Fig. 1: clock nets
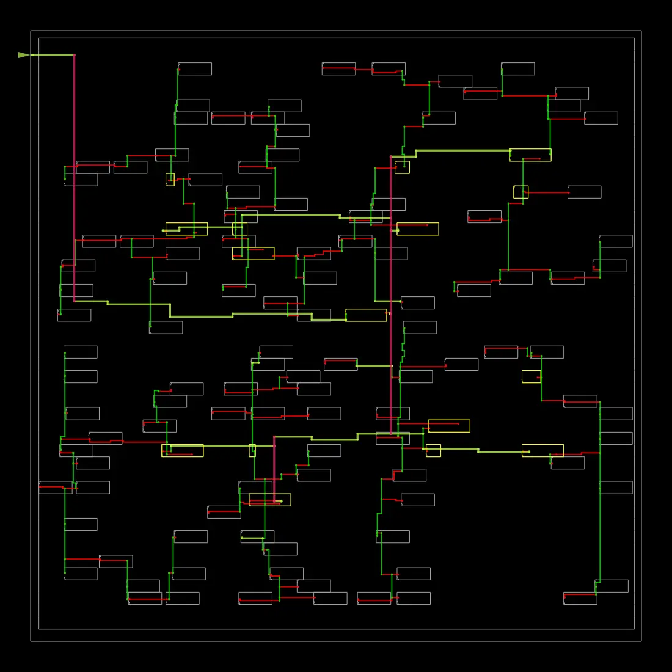
Fig. 2: cell classes on the final placement
Drawn at 4 px/um.
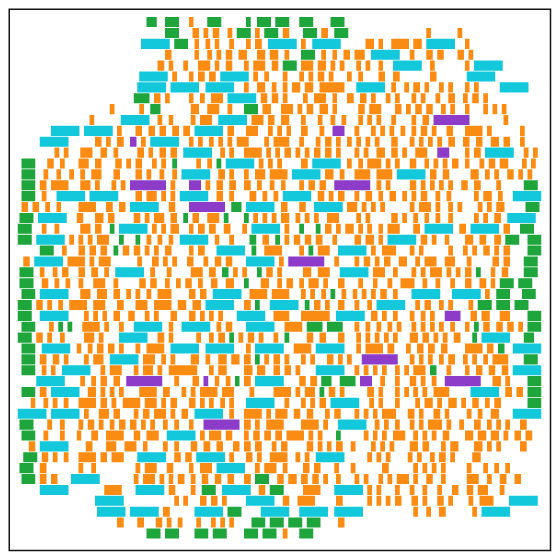
Fig. 3: sizing map
Drawn at 2 px/um.
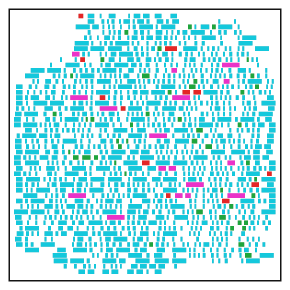
File: src/rtl/ioram_rd_agen.sv
// Read-address generator for ioram: walks a rows x cols tile from a base address
// with a row stride, repeated for a number of passes, one address per valid/ready beat.
module ioram_rd_agen #(
    parameter int AW = 14,
    parameter int CW = 8
) (
    input  logic          clk,
    input  logic          rst,
    input  logic [AW-1:0] cfg_base,
    input  logic [AW-1:0] cfg_stride,
    input  logic [CW-1:0] cfg_cols,
    input  logic [CW-1:0] cfg_rows,
    input  logic [CW-1:0] cfg_passes,
    input  logic          start,
    output logic          busy,
    output logic          done,
    output logic [AW-1:0] r_addr,
    output logic          r_addr_first,
    output logic          r_addr_last,
    output logic          r_addr_valid,
    input  logic          r_addr_ready,
    output logic [1:0]    dbg_state
);

    // Handshake: a beat transfers on a rising edge where r_addr_valid && r_addr_ready;
    // while valid is high and ready low, r_addr and its flags are held unchanged.
    localparam logic [1:0] S_IDLE = 2'd0;
    localparam logic [1:0] S_RUN  = 2'd1;
    localparam logic [1:0] S_FIN  = 2'd2;

    logic [1:0]    state;
    logic [AW-1:0] base_q, stride_q, row_base;
    logic [CW-1:0] cols_q, rows_q, passes_q;
    logic [CW-1:0] col, row, pass;

    logic          hs, col_wrap, row_wrap, cfg_zero, cfg_single, nxt_last;
    logic [CW-1:0] nxt_col, nxt_row, nxt_pass;
    logic [AW-1:0] nxt_row_base;

    assign dbg_state = state;

    always_comb begin
        hs           = r_addr_valid && r_addr_ready;
        col_wrap     = (col == cols_q - CW'(1));
        row_wrap     = (row == rows_q - CW'(1));
        nxt_col      = col_wrap ? '0 : col + CW'(1);
        nxt_row      = row;
        nxt_pass     = pass;
        nxt_row_base = row_base;
        if (col_wrap) begin
            if (row_wrap) begin
                nxt_row      = '0;
                nxt_pass     = pass + CW'(1);
                nxt_row_base = base_q;
            end else begin
                nxt_row      = row + CW'(1);
                nxt_row_base = row_base + stride_q;
            end
        end
        nxt_last   = (nxt_pass == passes_q - CW'(1)) && (nxt_row == rows_q - CW'(1)) &&
                     (nxt_col == cols_q - CW'(1));
        cfg_zero   = (cfg_cols == '0) || (cfg_rows == '0) || (cfg_passes == '0);
        cfg_single = (cfg_cols == CW'(1)) && (cfg_rows == CW'(1)) && (cfg_passes == CW'(1));
    end

    always_ff @(posedge clk) begin
        if (rst) begin
            state        <= S_IDLE;
            base_q       <= '0;
            stride_q     <= '0;
            cols_q       <= '0;
            rows_q       <= '0;
            passes_q     <= '0;
            col          <= '0;
            row          <= '0;
            pass         <= '0;
            row_base     <= '0;
            r_addr       <= '0;
            r_addr_first <= 1'b0;
            r_addr_last  <= 1'b0;
            r_addr_valid <= 1'b0;
            busy         <= 1'b0;
            done         <= 1'b0;
        end else begin
            case (state)
                S_IDLE: begin
                    if (start) begin
                        base_q   <= cfg_base;
                        stride_q <= cfg_stride;
                        cols_q   <= cfg_cols;
                        rows_q   <= cfg_rows;
                        passes_q <= cfg_passes;
                        col      <= '0;
                        row      <= '0;
                        pass     <= '0;
                        row_base <= cfg_base;
                        if (cfg_zero) begin
                            state <= S_FIN;
                            done  <= 1'b1;
                        end else begin
                            state        <= S_RUN;
                            r_addr       <= cfg_base;
                            r_addr_valid <= 1'b1;
                            r_addr_first <= 1'b1;
                            r_addr_last  <= cfg_single;
                            busy         <= 1'b1;
                        end
                    end
                end
                S_RUN: begin
                    if (hs) begin
                        r_addr_first <= 1'b0;
                        if (r_addr_last) begin
                            r_addr_valid <= 1'b0;
                            r_addr_last  <= 1'b0;
                            busy         <= 1'b0;
                            done         <= 1'b1;
                            state        <= S_FIN;
                        end else begin
                            col         <= nxt_col;
                            row         <= nxt_row;
                            pass        <= nxt_pass;
                            row_base    <= nxt_row_base;
                            r_addr      <= nxt_row_base + AW'(nxt_col);
                            r_addr_last <= nxt_last;
                        end
                    end
                end
                S_FIN: begin
                    done  <= 1'b0;
                    state <= S_IDLE;
                end
                default: state <= S_IDLE;
            endcase
        end
    end

endmodule

File: config.mk
export PLATFORM = sky130hd
export DESIGN_NAME = ioram_rd_agen
export DESIGN_NICKNAME = d
export VERILOG_FILES = /design/src/rtl/ioram_rd_agen.sv
export SDC_FILE = /design/constraint.sdc
export NUM_CORES = 1
export LEC_CHECK = 0
export ABC_AREA = 1
export CELL_PAD_IN_SITES_DETAIL_PLACEMENT = 1
export CELL_PAD_IN_SITES_GLOBAL_PLACEMENT = 1
export CORE_MARGIN = 1.5
export CORE_UTILIZATION = 44
export CTS_CLUSTER_DIAMETER = 200
export DETAILED_ROUTE_END_ITERATION = 12
export GPL_TIMING_DRIVEN = 0
export PLACE_DENSITY = 0.95
export SYNTH_ARGS = -nofsm -noshare
export SYNTH_HDL_FRONTEND = slang
export SYNTH_SLANG_ARGS = --single-unit
File: constraint.sdc
create_clock -name clk -period 7.3 [get_ports clk]
set_input_delay 1.46 -clock clk [delete_from_list [all_inputs] [get_ports clk]]
set_output_delay 1.46 -clock clk [all_outputs]
set_load 0.02 [all_outputs]
==> impl_metrics.py <==
# Flow results
metrics = {
    "final_layout": {
        "nNonClkInverters": 140,
        "ff_latch_area_mm2": 0.00220,
        "nonClkBufAreaFrac_pct": 10.8,
        "clkCellAreaFrac_pct": 3.12,
        "insertedDiodeCount": 0,
        "logic_gates": 924,
        "biggestCellCategory": "multi-input combinational cells",
        "buffers": 119,
        "logic_area_mm2": 0.00471,
        "fillers": 2418,
        "ff_count": 110,
        "lay_top_count": "nand2_1",
        "drive_above_1_share_pct": 5.81,
        "comb_area_share_pct": 52.5,
        "seqAreaFraction_pct": 24.5,
        "final_cell_mix": "nand2_1, inv_1, nor2_1, dfxtp_1, a21oi_1",
        "fin_nets": 1394,
    },
    "hold_path": {
        "worstHoldPathCells": 2,
        "hold_path.class": "flip-flop to flip-flop",
        "hold_path.startpoint": "r_addr[13]$_SDFFE_PP0P_",
        "whs_endpoint": "r_addr[13]$_SDFFE_PP0P_",
    },
    "power": {
        "power.group.top": "combinational logic",
        "power_density_mw_per_mm2": 357,
        "comb_power_share_pct": 56.0,
        "p_int_uw": 1600,
        "p_leak_uw": 0.00406,
        "fin_total_pwr_uw": 3200,
        "switching_share_pct": 50.2,
        "p_seq_share_pct": 28.4,
        "pwr-share-clk_pct": 15.6,
        "power_sequential_uw": 911,
        "p_comb_uw": 1790,
        "ir_worst_vdd_uv": 158,
        "switching_power_uw": 1610,
    },
    "critical_path": {
        "cpMostUsedCell": "nand2_1",
        "startpoint": "rows_q[0]$_SDFFE_PP0P_",
        "cp.arrival_ns": 4.90,
        "cpMaxStageDelayCell": "fa_1",
        "crit_path_start_kind": "flip-flop",
        "cp.required_ns": 7.60,
        "r2r-start": "rows_q[0]$_SDFFE_PP0P_",
        "critPathKind": "flip-flop to flip-flop",
        "cp-end-kind": "flip-flop",
        "r2r_end": "r_addr[12]$_SDFFE_PP0P_",
        "r2r_slack_ns": 2.70,
        "crit_end": "r_addr[12]$_SDFFE_PP0P_",
        "max_stage_delay_ns": 0.42,
        "ff2ff_path_depth": 31,
        "crit_fanout": 8,
    },
    "global_routing": {
        "track_usage_pct": 32.4,
        "grt_max_degree": 20,
        "antenna_found_initial": 0,
        "grt_pass1_vias": 8840,
        "globalRouteOverflowTotal": 0,
        "grt_pass1_wl_um": 45500,
    },
    "place": {
        "io_buffer_count": 75,
        "routabilityCongestion": 0.903,
        "place_hpwl_um": 22600,
        "place_ws_ns": 2.92,
    },
    "final_timing": {
        "hold_viol": 0,
        "slew_viol_final": 0,
        "period_minus_slack_ns": 4.60,
        "fmax_ghz": 0.218,
        "max_slew.worst_pin.slew_ns": 0.782,
        "final-setup-viol-count": 0,
        "setup-tns-final_ns": 0,
        "finalCritPeriodShare_pct": 63.0,
        "relSlewSlack_pct": 47.8,
        "rsz0062_at_grt": "false",
    },
    "synth": {
        "syn_avg_cell_area_um2": 6.29,
        "syn_nets": 1308,
        "synth_flop_count": 110,
        "synth_area_leader_cell": "dfxtp_1",
        "simple_gate_share_pct": 35.5,
        "yosysCellCount": 1218,
        "async_flop_share_pct": 0,
        "common_cells": "nand2_1, inv_1, nor2_1",
        "syn_area_mm2": 0.00766,
        "synth-edff-count": 0,
        "synthCells": 1218,
        "yosys.area_share.adder_pct": 5.75,
        "synth_cell_types": 50,
        "ff_type": "dfxtp_1",
        "ys_seq_share_pct": 28.7,
        "most_common_cell": "nand2_1",
        "synth_warnings": 0,
        "area_leaders": "dfxtp_1, nand2_1, inv_1",
        "ys_area_mm2": 0.00766,
        "xor_area_share_pct": 3.77,
        "yosysTopAreaCellShare_pct": 28.7,
        "muxShareOfSynthArea_pct": 0.131,
        "topCombFamilyByArea": "simple AND/OR/NAND/NOR gates",
        "synth-compound-area-share_pct": 16.4,
    },
    "drt": {
        "final_antenna_net_count": 0,
        "drc": 0,
        "num_vias": 8749,
        "detail_route.wirelength_um": 29000,
        "first_pass_iters": 5,
        "wl_met1_um": 11800,
        "met2_wirelength_um": 14200,
        "wl_per_cell_um": 18.9,
        "viasPerCell": 5.70,
        "highest_layer": "met4",
        "drt_iter0_drc": 839,
        "wl_met3_um": 1750,
    },
    "cts": {
        "postCtsSetupRepairBufs": 0,
        "cts_tree": "done",
        "hold_buffers": 0,
        "numClockSinks": 110,
        "clk_pin_slew_ns": 0.08,
        "h-tree-depth": 3,
        "cts.path.max_buffers": 2,
        "clock-root-buffer": "clkbuf_16",
        "ctsResizeCount": 0,
    },
    "die": {
        "core_area_mm2": 0.0172,
        "dieHeight_um": 135,
        "initial_utilization_pct": 44.6,
        "tap_cells": 225,
        "chipArea_mm2": 0.0182,
        "io_pins": 77,
        "fp.dieW_um": 135,
    },
    "job": {
        "max_cap_violations": 0,
        "warnings": 30,
    },
    "outcome": {
        "status": "completed",
    },
}
Back to the opening pictures, Fig. 1:
clock buffers: 10
clock network power: 501 uW
Worst-Skew Late Latency: 0.37 ns
CTS Buf Count: 9
Layout Skew: 0.0125 ns

Back to the opening pictures, Fig. 2:
- green: other buffers and delay cells (cells 119)
- purple: clock drivers and dummy loads (cells 16)
- orange: all other logic (cells 1064)
- cyan: flip-flops (cells 110)
Core Util, Final: 52.2%
FP Rows: 48

Back to the opening pictures, Fig. 3:
- red: drive 3 to 4 (cells 12)
- cyan: drive 1 or less (cells 1233)
- green: drive 2 (cells 47)
- magenta: drive 6 and up (cells 17)
area delta synth->final: 17.1%
design area: 0.00897 mm2
setup ws final: 2.70 ns

==> worst max-delay path, delay by kind of cell, from the launching register on <==
family / cells / cell delay [ns]
buf+inv: 5 / 0.40
flops: 1 / 0.40
fa+ha+maj: 3 / 1.03
simple gates: 20 / 2.32
compound gates: 3 / 0.40
==> per-stage QoR <==
step                      instance area (um2)  hold slack (ns)  utilization [%]  instances
final                                    8970            0.473             52.2       1534
after global routing                     8970            0.502             52.2       1534
after CTS                                8970            0.482             52.2       1534
after detailed placement                 8690            0.471             50.6       1518
after global placement                   8690            0.455             50.6       1518
after floorplan                          7660            0.445                -       1218
==> layer usage <==
layer / vias to the layer above / global-route usage, %
met5: - / 0
met4: 0 / 15.8
met3: 95 / 6.08
met2: 334 / 57.0
met1: 4179 / 37.9
li1: 4141 / -
Power is estimated from default activity; no workload was simulated.
